[src/rtl/pc_pkg.sv]
// Shared defaults and the next-PC select encoding for the program-counter generator.
package pc_pkg;

    localparam int          XLEN_DEF      = 32;
    localparam int          INC_DEF       = 4;
    localparam int          RAS_DEPTH_DEF = 4;
    localparam logic [31:0] RESET_PC_DEF  = 32'h0000_0000;
    localparam logic [31:0] TRAP_VEC_DEF  = 32'h0000_0080;

    typedef enum logic [2:0] {
        TRAP,
        REDIR,
        RET,
        PEND,
        SEQ
    } npc_sel_e;

endpackage

[src/rtl/ras_stack.sv]
// Circular return-address stack: a push when full overwrites the oldest entry,
// a pop when empty is ignored, and push+pop together replaces the top entry.
module ras_stack
    import pc_pkg::*;
#(
    parameter int XLEN      = XLEN_DEF,
    parameter int RAS_DEPTH = RAS_DEPTH_DEF
) (
    input  logic            clk,
    input  logic            clrPC_n,
    input  logic            push_i,
    input  logic            pop_i,
    input  logic [XLEN-1:0] push_addr_i,
    output logic [XLEN-1:0] top_o,
    output logic            empty_o,
    output logic            full_o
);

    localparam int PW = $clog2(RAS_DEPTH);
    localparam int CW = $clog2(RAS_DEPTH + 1);

    logic [XLEN-1:0] mem_q [RAS_DEPTH];
    logic [PW-1:0]   top_ptr_q, top_ptr_d, wr_ptr;
    logic [CW-1:0]   count_q, count_d;
    logic            wr_en;

    always_comb begin
        // NOTE: every always_comb output gets a default first so no path leaves it unassigned (no latch).
        top_ptr_d = top_ptr_q;
        count_d   = count_q;
        wr_ptr    = top_ptr_q;
        wr_en     = 1'b0;
        if (push_i && pop_i) begin
            wr_en = 1'b1;
            if (count_q == '0) count_d = CW'(1);
        end else if (push_i) begin
            top_ptr_d = top_ptr_q + PW'(1);
            wr_ptr    = top_ptr_d;
            wr_en     = 1'b1;
            if (count_q != CW'(RAS_DEPTH)) count_d = count_q + CW'(1);
        end else if (pop_i && count_q != '0) begin
            top_ptr_d = top_ptr_q - PW'(1);
            count_d   = count_q - CW'(1);
        end
    end

    // NOTE: entry storage has no reset; only pointer and count define what is valid.
    always_ff @(posedge clk) begin
        if (wr_en) mem_q[wr_ptr] <= push_addr_i;
    end

    // NOTE: sequential state uses non-blocking assignments so all registers update together.
    always_ff @(posedge clk or negedge clrPC_n) begin
        if (!clrPC_n) begin
            top_ptr_q <= '0;
            count_q   <= '0;
        end else begin
            top_ptr_q <= top_ptr_d;
            count_q   <= count_d;
        end
    end

    assign top_o   = mem_q[top_ptr_q];
    assign empty_o = (count_q == '0);
    assign full_o  = (count_q == CW'(RAS_DEPTH));

endmodule

[src/rtl/pc_gen.sv]
// Fetch PC generator: prioritised next-PC mux, a pending-redirect register for
// redirects that arrive during a stall, and the PC register itself.
module pc_gen
    import pc_pkg::*;
#(
    parameter int              XLEN      = XLEN_DEF,
    parameter int              INC       = INC_DEF,
    parameter logic [XLEN-1:0] RESET_PC  = XLEN'(RESET_PC_DEF),
    parameter logic [XLEN-1:0] TRAP_VEC  = XLEN'(TRAP_VEC_DEF),
    parameter int              RAS_DEPTH = RAS_DEPTH_DEF
) (
    input  logic            clk,
    input  logic            clrPC_n,
    input  logic            pc_enable,
    input  logic            fetch_ready,
    input  logic            branch,
    input  logic            jump,
    input  logic            call,
    input  logic            ret,
    input  logic            trap,
    input  logic [XLEN-1:0] target,
    output logic [XLEN-1:0] pc,
    output logic            pc_valid,
    output logic            redirect_pend,
    output logic            ras_empty,
    output logic            ras_full
);

    logic [XLEN-1:0] pc_q, pend_addr_q, npc, seq_pc, ras_top;
    logic            pc_valid_q, pend_q;
    logic            advance, live_redir, ras_push, ras_pop;
    npc_sel_e        sel;

    // The first edge after reset release only raises pc_valid; it never advances.
    assign advance    = pc_enable && fetch_ready && pc_valid_q;
    assign live_redir = trap || branch || jump || ret;
    assign seq_pc     = pc_q + XLEN'(INC);
    assign ras_push   = jump && call && !trap;
    assign ras_pop    = ret && !trap;

    always_comb begin
        sel = SEQ;
        if (trap)                 sel = TRAP;
        else if (branch || jump)  sel = REDIR;
        else if (ret)             sel = RET;
        else if (pend_q)          sel = PEND;

        case (sel)
            TRAP:    npc = TRAP_VEC;
            REDIR:   npc = target;
            RET:     npc = ras_empty ? target : ras_top;
            PEND:    npc = pend_addr_q;
            default: npc = seq_pc;
        endcase
    end

    always_ff @(posedge clk or negedge clrPC_n) begin
        if (!clrPC_n) begin
            pc_q        <= RESET_PC;
            pc_valid_q  <= 1'b0;
            pend_q      <= 1'b0;
            pend_addr_q <= '0;
        end else begin
            pc_valid_q <= 1'b1;
            if (advance) begin
                pc_q   <= npc;
                pend_q <= 1'b0;
            end else if (live_redir) begin
                pend_q      <= 1'b1;
                pend_addr_q <= npc;
            end
        end
    end

    ras_stack #(
        .XLEN      (XLEN),
        .RAS_DEPTH (RAS_DEPTH)
    ) u_ras (
        .clk         (clk),
        .clrPC_n     (clrPC_n),
        .push_i      (ras_push),
        .pop_i       (ras_pop),
        .push_addr_i (seq_pc),
        .top_o       (ras_top),
        .empty_o     (ras_empty),
        .full_o      (ras_full)
    );

    assign pc            = pc_q;
    assign pc_valid      = pc_valid_q;
    assign redirect_pend = pend_q;

endmodule

[config.mk]
export PLATFORM = sky130hd
export DESIGN_NAME = pc_gen
export DESIGN_NICKNAME = d
export VERILOG_FILES = /design/src/rtl/pc_pkg.sv /design/src/rtl/ras_stack.sv /design/src/rtl/pc_gen.sv
export SDC_FILE = /design/constraint.sdc
export NUM_CORES = 1
export LEC_CHECK = 0
export CORE_ASPECT_RATIO = 0.7
export CORE_MARGIN = 3
export CORE_UTILIZATION = 25
export CTS_BUF_LIST = sky130_fd_sc_hd__clkbuf_8
export DETAILED_ROUTE_END_ITERATION = 10
export GPL_ROUTABILITY_DRIVEN = 1
export PLACE_DENSITY = 0.53
export SYNTH_ARGS = -nofsm -noshare
export SYNTH_HDL_FRONTEND = slang
export SYNTH_SLANG_ARGS = --single-unit
[constraint.sdc]
create_clock -name clk -period 3.4 [get_ports clk]
set_clock_uncertainty 0.2 [all_clocks]
set_input_delay 0.51 -clock clk [delete_from_list [all_inputs] [get_ports clk]]
set_output_delay 0.51 -clock clk [all_outputs]
set_load 0.005 [all_outputs]
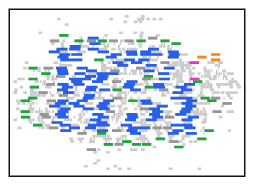
Run 1: sequential cells coloured by netlist name
Drawn at 1 px/µm. Other sequential cells in the stronger grey, the rest of the logic in the fainter grey.
green -> pend_addr_q  # placed flops 32, where all over the die
blue -> u_ras.mem_q  # placed flops 128
orange -> u_ras.count_q  # placed flops 3
magenta -> u_ras.top_ptr_q  # placed flops 2
not coloured = 34
FF/Latch Area: 0.005623 mm²
Flop+latch power: 3.25 mW
share of the core filled with cells: 31.20%
sequential cell area share: 51.05%

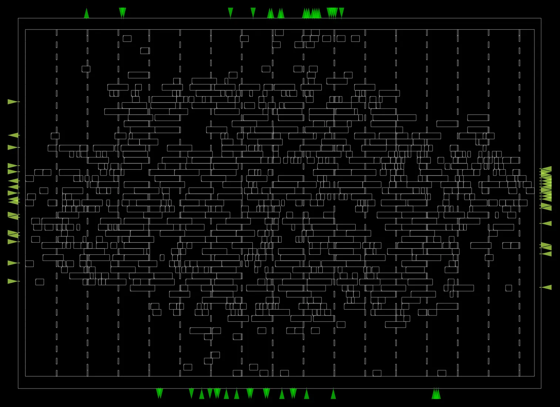
Run 1: cell placement
fill cell total of the finished layout: 3508
FP Rows: 57

==> design notes, run 1 <==
The standard cell with the maximum stage delay on the critical path was sky130_fd_sc_hd__nor2_1. The growth of design area from synthesis to finish was 21.15%; the placement-stage cell area was 0.01057 mm². The share of synthesized area occupied by flip-flops and latches is 61.82%, and the number of cells produced by synthesis is 679. The run gives 0.3406 mV for the maximum ir drop on the vdd rail. The logs give 6201 for the overall via count from detail_route and 17 for the total clock buffers created by CTS. In the final layout, excluding clock inverters the inverter count is 11. Per the OpenROAD floorplan log, the area of the die is 0.03873 mm².

Walking the worst path, the cells encountered are ha_1, nand3_1, nor2_1, nand3_1, xnor2_1, o221a_2. TritonCTS built the clock tree. The flow ran to the end, and the final reports show no timing, DRC or antenna violations. With the worst slack at placement at 0.3983 ns, the largest fanout on the critical path is 6. The register with the most flip-flops in the layout has 128 of them. Cell class with the largest area share: flip-flops and latches. From the final report, the count of setup violators was given as 0. The run gives 6103 for the via count of the first global-routing pass.

The tools report the clock insertion delay at the later pin of the skew report as 0.48 ns. The data arrival at the endpoint of the critical path is 2.90 ns. The most frequent standard cell in the layout excluding fill and tap cells was sky130_fd_sc_hd__edfxtp_1. The run gives 11330 µm for the met2 routed wirelength. For reference, the final report shows the max-slew violation count at 0.

The chip area estimate from yosys synthesis was 0.009091 mm²; the non-filler instance count after layout was 1237. The run gives 0 for the number of diodes added for antenna fixing. The final power report lists total power as 6.634 mW. The number of different library cells used by synthesis comes to 58. The cell type with the largest total area is sky130_fd_sc_hd__edfxtp_1. The share of flip-flops with an asynchronous set or reset after synthesis works out to 35.68%. The synthesized design contains 128 enable-type register cells. For the combinational share of power, the log shows 25.2%. The logs give 472 for the tap cell count and 2 for the maximum clock path buffer count. The switching portion of total power comes to 29.97%. Per report_power, the sequential group accounts for 49.1% of the total.

The detailed-route wire length is 26310 µm. Final critical delay including setup and external delays: 2.681 ns. Per the detail_route report, vias per standard cell equal 5.013. Ranked by instance count, the synthesized netlist is headed by sky130_fd_sc_hd__edfxtp_1 (128), sky130_fd_sc_hd__dfrtp_1 (71), sky130_fd_sc_hd__nand2_1 (70). Signal nets in the final route climb as high as met4. The capturing element of the worst setup path was pc[12]$_DFFE_PN0P_. After synthesis, the design contains 679 cells according to Yosys. Synthesis produced a netlist with a net count of 724. Counting cells, the worst reg-to-reg path comes to 6. After clock tree synthesis, the flow added hold-fix buffers numbering 0.

The number of warnings the tools reported is 27. The largest net degree at the start of global routing is 72, and the share of final-layout standard cells stronger than drive strength 1 is 14.77%. Clock tree cell share of total cell area: 4.010%. sky130_fd_sc_hd__edfxtp_1 is the most common cell in the netlist. The first detailed-routing pass took 8 iterations.

Leaving out the clock tree, the finished layout contains a buffer count of 106. The die is 165.6 µm tall. Hold is met by 0.006369 ns.

The worst reg2reg path startpoint is pc[2]$_DFFE_PN0P_. The root buffer cell is sky130_fd_sc_hd__clkbuf_8. Routing resource usage on met2 recorded by global route was 20.77%. Summing all multiplexer cells gives an area fraction of 8.409%.

The achievable frequency came out at 373.0 MHz. In this run the cell area of the synthesized design comes to 0.009091 mm². The tools report the number of nets in the layout as 797.

The register with the most flip-flops is u_ras.mem_q. Among all stages on the critical path, the maximum delay recorded is 0.54 ns. The script computed a power per unit cell area of 602.3 mW/mm².
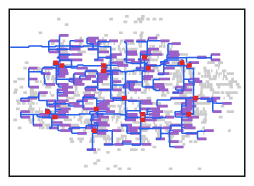
Run 1: clock wires, drivers and flops
Drawn at 1 px/µm.
blue -> clock wires  # length 2460 µm
purple -> flip-flops  # count 199
red -> clock drivers  # count 17
routed clock nets = 18
portion of total power attributed to the clock network: 25.7%
power attributed to the clock group: 1.71 mW

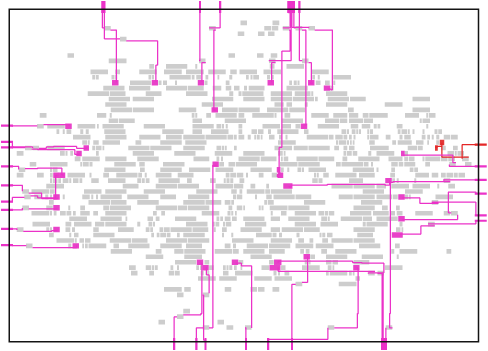
Run 1: nets reached from selected ports
Drawn at 2 px/µm.
red -> call  # direction input, end cells 2, buffers 1, wire 38.5 µm
magenta -> target  # direction input, end cells 33, buffers 32, wire 1670 µm

Run 1, placed cells, one colour a class:
Drawn at 1 px/µm.
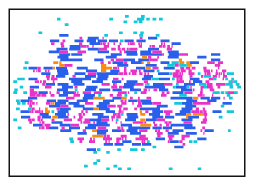

==> run 2: changes to the inputs <==
- clock period: 3.4 -> 2.3 ns (I/O delays scaled with it)
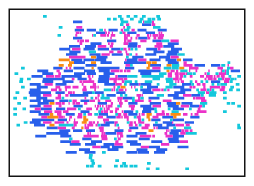
Run 2: placed cells, one colour a class
Drawn at 1 px/µm.
orange -> clock drivers and dummy loads  # cells 32, share of their area 3.4%
blue -> flops  # cells 199, share of their area 49%
magenta -> combinational and other logic  # cells 428, share of their area 31%
cyan -> other buffers and delay cells  # cells 186, share of their area 17%

==> run 2 against run 1 <==
Critical path depth is 2 higher; sequential cell count stayed put; fmax is 17% higher; synthesized area stayed put; global-route usage is 0.23 points lower; via count is 2.0% higher; largest cell class unchanged; highest routed layer unchanged.
==> design notes, run 2 <==
Kind of capture point of the worst setup path: a flop. Looking at the critical path, the highest net fanout was 5. The sequential fraction of design power was 44.3%. For the via count of the first global-routing pass, the log shows 6356. After layout the clock buffers and inverters come to 3.269% of cell area. The tools report the number of nets in the layout as 877.

Tightest slew margin relative to the limit: 66.80%. Per the synth log, the flip-flop and latch total comes to 199. Worst reg2reg path startpoint: u_ras.count_q[1]$_DFFE_PN0P_.

The synthesis report gives the async set-or-reset register share as 35.68%. The share of synthesized cell area in and, or, nand and nor gates works out to 8.478%. The number of buffers outside the clock class in the layout came out at 186. Relative to the synthesized area, the layout overhead comes to 33.47%. Yosys instantiated no cell more often than sky130_fd_sc_hd__edfxtp_1. The met2 demand-to-capacity share in global routing was 20.76%. The die is 233.9 µm wide. After synthesis, the chip area reported by Yosys is 0.009091 mm². Total sequential power: 4.60 mW. The clock-pin slew on the worst setup and hold paths was 0.10 ns; the clock insertion delay at the later pin of the skew report was 0.48 ns.

The run gives 199 for the TritonCTS sink count. The highest clock rate this design can be run at is 435.8 MHz. In the final report, the number of endpoints failing setup comes to 0. The setup path with the least slack is of type reg2reg.

Across all layers, the routed design uses 6328 vias. The number of buffers inserted by post-CTS setup repair was 5; the xor-xnor portion of the synthesized cell area was 2.890%. Counting tap cells, the placed design contains a total of 1271 instances. In the final layout, the fill cell count is 3431. With the internal power at 7.137 mW, the number of signal-net inverters in the final layout is 11. The first TritonRoute pass finished after 5 iterations. In this run the remaining antenna-violating nets after routing total 0. Per the detail_route log, met3 wirelength is 854 µm. The tools report the total congestion overflow as 0. The synthesized netlist devotes 0.6331% of its cell area to adder and majority cells. The non-filler instance count after layout is 1317.

The root buffer cell was sky130_fd_sc_hd__clkbuf_8. With the buffer share of cell area at 16.49%, the proportion of cell area occupied by registers is 46.36%. Overall power consumption after layout is estimated at 10.37 mW. Cell class with the largest area share: flip-flops and latches.

The number of clock buffers added by TritonCTS is 17. For the number of antenna violations at the first check in global routing, the log shows 0. The flow reports power dissipated in the clock network as 2.35 mW.

The number of warnings the tools reported came out at 30. After detailed routing, the wire length on met1 is 13530 µm. The net count after synthesis is 724.

The run finished with clean final reports. The worst setup path is launched from a flop. Counting buffers and inverters, the worst setup path is 8 cells deep. The number of diodes added for antenna fixing came out at 0.

The run gives 4 for the H-tree level count. The script logs the ratio of routed vias to standard cells as 4.805. The register with the most flip-flops in the layout has 128 of them. For this run the detailed placement stage logged an HPWL of 18350 µm.

Number of violations reported at the end of detailed-routing iteration 0: 425. The launch point of the critical path was reported as u_ras.count_q[1]$_DFFE_PN0P_. Final critical delay including setup and external delays: 2.295 ns. From bottom edge to top edge, the die measures 165.6 µm. Per the summary, power density relative to cell area is 854.9 mW/mm². The cell family contributing the most delay on the critical path is AND-OR/OR-AND gates. On the worst path, the slowest cell contributes a delay of 0.53 ns.

In this run the mean area of a mapped cell was 13.39 µm². In this run the top signal layer used is met4. The critical path data required time is 2.52 ns. Hold buffer count at CTS: 1. With the count of flip-flops with a built-in enable after synthesis at 128, the max-capacitance violation count is 0. 417 cells are multi-input combinational gates. The switching part of the total power came out at 31.19%. The run gives 2.521% for the met3 global-route usage. STA on the placed design reports a worst setup slack of -0.3470 ns. Sequential cells placed in the final layout were counted as 199. Ranked by total cell area, the synthesized netlist is headed by sky130_fd_sc_hd__edfxtp_1 (42%), sky130_fd_sc_hd__dfrtp_1 (20%), sky130_fd_sc_hd__mux4_2 (7.9%). The placement summary gives the final routability congestion estimate as 0.8408. TritonCTS built the clock tree. The net switching power in the latest report is 3.235 mW. The area taken by multi-input combinational cells is reported as 0.003476 mm².

The tightest hold path in the finished design has a slack of 0.05447 ns. For the pin with the worst max-slew slack, the measured transition is 0.4945 ns. Yosys reports that the most numerous cell types are sky130_fd_sc_hd__edfxtp_1 (128), sky130_fd_sc_hd__dfrtp_1 (71), sky130_fd_sc_hd__nand2_1 (70).

Among all stages on the critical path, the largest delay is contributed by sky130_fd_sc_hd__or4b_4. The cell type with the largest total area was sky130_fd_sc_hd__edfxtp_1. Setup repair after global routing could not meet its margin everywhere. The capture point of the critical path was reported as pc[14]$_DFFE_PN0P_. The first global-routing pass estimated 39880 µm of wire. For the worst flop-to-flop path, the logic depth is 8. In this run the core area contains 57 standard-cell rows.

With the DRC violation count after routing at 0, the logic share of the area is 28.65%. The synthesized netlist was found by Yosys to have 679 cells. More flip-flops sit in one register than any other, and that register is u_ras.mem_q. Proportion of power drawn by the clock network: 22.7%. The report lists the cells along the critical path as buf_4, or4b_4, a21oi_4, buf_12, clkbuf_16, a221oi_1, a31oi_1, o22a_1. The run gives 0.03873 mm² as the total die area. With the area fraction in compound gates after synthesis at 14.64%, the number of buffer and inverter stages on the critical path is 3. The longest clock path from root to sink contains 2 buffers. The tools report the maximum ir drop on the vdd rail as 0.4094 mV. The share of final-layout standard cells stronger than drive strength 1 was 27.34%.

Entering global routing, the biggest net connects 63 pins. The synthesis run shows multiplexers occupying 8.409% of the cell area. The combinational share of power is 33.0%. For this design the top-level I/O count stands at 77. The data arrival at the endpoint of the critical path is 2.51 ns.

The tools report the number of cells produced by synthesis as 679. The run gives 0.01132 mm² as the placement-stage cell area. The quantity of I/O buffers inserted on ports works out to 76. The tools report the detailed-route wire length as 26660 µm. The most used routing layer in global routing was met2. The final timing report lists a hold violation count of 0.

The met2 routed wirelength was 11910 µm. Per Yosys stat, the portion of area used by sequential elements is 61.82%. After routing, the total negative slack on setup checks comes to 0 ns. Per the cell usage report, the commonest logic cells after layout are sky130_fd_sc_hd__edfxtp_1 (128), sky130_fd_sc_hd__buf_4 (74), sky130_fd_sc_hd__clkdlybuf4s50_1 (73). Cells fill 34.37% of the core in the end. For the number of distinct library cells after synthesis, the log shows 58. For the area of the mapped netlist, the log shows 0.009091 mm².

The most common logic cell in the final layout is sky130_fd_sc_hd__edfxtp_1. The run gives 0.005625 mm² for the register area. Across the placement rows, the number of tap cells is 472.

With the routed wirelength normalized by instance count at 20.24 µm, the post-layout worst setup margin is 0.005271 ns. After synthesis, the largest family of logic cells by area is AND-OR/OR-AND gates. The proportion of netlist area held by the largest area contributor came out at 42.28%.

Max-slew check failures listed in the final report amount to 0.
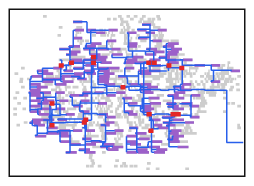
Run 2: clock wires, drivers and flops
Drawn at 1 px/µm.
red -> clock drivers  # count 17
purple -> flip-flops  # count 199
blue -> clock wires  # length 2570 µm
routed clock nets = 18

Run 2, sequential cells coloured by netlist name:
Drawn at 1 px/µm. Other sequential cells in the stronger grey, the rest of the logic in the fainter grey.
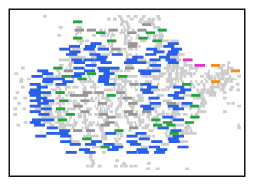

==> run 3: changes to the inputs <==
- CORE_MARGIN: 3 -> default
- HOLD_SLACK_MARGIN: default -> 0.08
- SYNTH_HIERARCHICAL: default -> 1
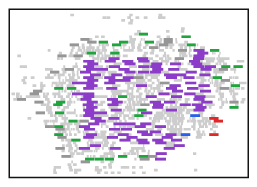
Run 3: sequential cells coloured by netlist name
Drawn at 1 px/µm. Other sequential cells in the stronger grey, the rest of the logic in the fainter grey.
purple -> u_ras/mem_q  # placed flops 128
blue -> u_ras/top_ptr_q  # placed flops 2
green -> pend_addr_q  # placed flops 32, where all over the die
red -> u_ras/count_q  # placed flops 3
FF/Latch Area: 0.005627 mm²
share of the core filled with cells: 35.00%
sequential cell area share: 42.62%

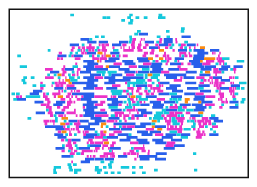
Run 3: placed cells, one colour a class
Drawn at 1 px/µm.
magenta -> combinational and other logic  # cells 519, share of their area 32%
blue -> flops  # cells 199, share of their area 45%
orange -> clock drivers and dummy loads  # cells 32, share of their area 3.1%
cyan -> other buffers and delay cells  # cells 243, share of their area 20%
post-route cell area: 0.01320 mm²
FP Rows: 59

==> run 3 against run 2 <==
The run now ends with negative setup slack left; global-route usage is 1.9 points higher; sequential share of layout area is 3.7 points lower; clock power shrank 2%; synthesized cell count rose by 15%; wire length grew 18%; combinational power grew 23%; register-to-register slack hardly changed; first-iteration DRC count rose by 65%; worst setup slack got worse by 0.016 ns; final cell count rose by 15%; non-clock buffer count is 57 higher; sequential cell count stayed put; largest power group unchanged.
==> design notes, run 3 <==
The run finished, with violations left. The final reports fail on negative setup slack. Per the synthesis report, the dominant area consumer among library cells is sky130_fd_sc_hd__edfxtp_1. The internal power is 7.471 mW.

Measured in cells, the most critical reg-to-reg path has a length of 8. The via-per-instance ratio came out at 4.873. Number of placed I/O pins: 77.

Per the run summary, max-cap violations total 0. The final antenna diode tally reported by the flow is 0. The global-route wire length before repair came out at 45780 µm.

As reported, the later end of the worst-skew pair has a clock insertion delay of 0.51 ns. With the hold buffer count at CTS at 1, the combinational share of power is 37.9%. The total die area was 0.03962 mm².

The tools report the final count of negative-setup-slack endpoints as 1. For the worst setup path, the data arrival time is 2.52 ns. The design received a total of 518 well taps at floorplan. Multi-input logic gates represent a cell area share of 30.03%.

Buffers placed on the I/O ports in this run total 76. The switching part of the total power is 32.88%. met2 is the most crowded layer. CTS added clock buffers totalling 17.

The post-layout worst setup margin is -0.01093 ns, and the final count of hold timing violations is 0. The run gives 13910 µm for the met2 routed wirelength. Counting instances in the post-synthesis netlist gives the leading cell types as sky130_fd_sc_hd__edfxtp_1 (128), sky130_fd_sc_hd__dfrtp_1 (71), sky130_fd_sc_hd__nand2_1 (63). The delay of the slowest cell on the worst path came out at 0.54 ns. The standard cell with the maximum stage delay on the critical path is sky130_fd_sc_hd__or4_4. Compared with the post-synthesis result, the final layout area differs by 36.05%. Per the log, the first TritonRoute iteration ended with a DRC count of 701. Across all hold checks on the routed design, the worst slack comes to 0.1401 ns. Per the detailed placement report, the placed cell area equals 0.01216 mm². Clock cells make up 2.919% of the layout cell area. The run gives 31370 µm for the detailed-route wire length.

TritonCTS built the clock tree. Sequential cells were found to cover 57.92% of the synthesized design area. The routed wirelength on the met1 layer is recorded as 15020 µm. The highest layer touched by signal routing is met4. For reference, the critical path cell chain is clkdlybuf4s50_1, or4_4, buf_4, nor2_4, buf_12, clkbuf_16, a31oi_1, o22a_1.

For the number of nets in the layout, the log shows 1025. Summed over all failing endpoints, the final setup total negative slack is -0.01093 ns. The tools report the number of buffers inserted by post-CTS setup repair as 6.

The run gives 11.13 mW for the total power. The most common logic cells in the final layout are sky130_fd_sc_hd__edfxtp_1 (128), sky130_fd_sc_hd__buf_4 (122), sky130_fd_sc_hd__clkdlybuf4s50_1 (70). In the setup report, the worst path falls into the class in2reg.

The total iterations of the first detailed-routing run is 7. The main area contributors are sky130_fd_sc_hd__edfxtp_1 (40%), sky130_fd_sc_hd__dfrtp_1 (18%), sky130_fd_sc_hd__mux4_2 (7.0%). The die is 166.8 µm tall. With the synthesized area per cell at 12.47 µm², the cell count after placement is 1453. Per STA, the endpoint of the critical path is pc[21]$_DFFE_PN0P_. The area fraction in compound gates after synthesis was 11.95%; the number of signal-net inverters in the final layout was 19.

Static timing analysis puts the maximum clock frequency at 432.7 MHz. The run gives 0 for the number of antenna violations at the first check in global routing. STA classifies the critical path endpoint as a flop. Once layout is complete, the cells apart from fillers number 1511. Nets still carrying antenna violations after routing amount to 0.

Non-clock buffers in the final layout number 243. The cell-mix breakdown from Yosys lists the simple-gate area share as 12.25%. With the largest net degree at the start of global routing at 72, the number of distinct library cells after synthesis is 72. By area, the class that comes first in the final layout consists of flip-flops and latches.

The portion of synthesized area spent on multiplexers is 10.12%. The dominant non-sequential cell family after synthesis was simple AND/OR/NAND/NOR gates. The cell-mix breakdown from Yosys lists the XOR/XNOR area share as 2.798%. Setup repair after global routing could not meet its margin everywhere. Worst reg2reg path startpoint: u_ras/top_ptr_q[0]$_DFFE_PN0P_. Area of the mapped netlist: 0.009704 mm².

Most common cell in the synthesized netlist: sky130_fd_sc_hd__edfxtp_1. The area recorded from the Yosys report for this design is 0.009704 mm². The net count after synthesis was 823. For the met2 demand-to-capacity share in global routing, the log shows 23.37%. In this run, synthesis inferred 128 flip-flops with an integrated enable. Per the detail_route log, met3 wirelength is 2105 µm. The largest fanout on the critical path came out at 19.

Together, buffers and inverters on the worst path number 4. With the total congestion overflow at 0, the met3 global-route usage is 3.381%. Of all the cell area in the finished design, non-clock buffers hold 18.89%.

After filler insertion, the fill cell instance count of the layout stands at 3715. With the via count of the first global-routing pass at 7091, the share of flip-flops with an asynchronous set or reset after synthesis is 35.68%. The final route contains 7363 vias.

By instance count after routing, the leading logic cell type is sky130_fd_sc_hd__edfxtp_1. Routed wirelength normalized by instance count: 20.76 µm. More flip-flops sit in one register than any other, and that register is u_ras/mem_q. According to the CTS report, the clock sink count is 199. The congestion estimate from routability-driven global placement came to 0.8071.
No activity file was given, so power comes from the tool's default toggle rates.
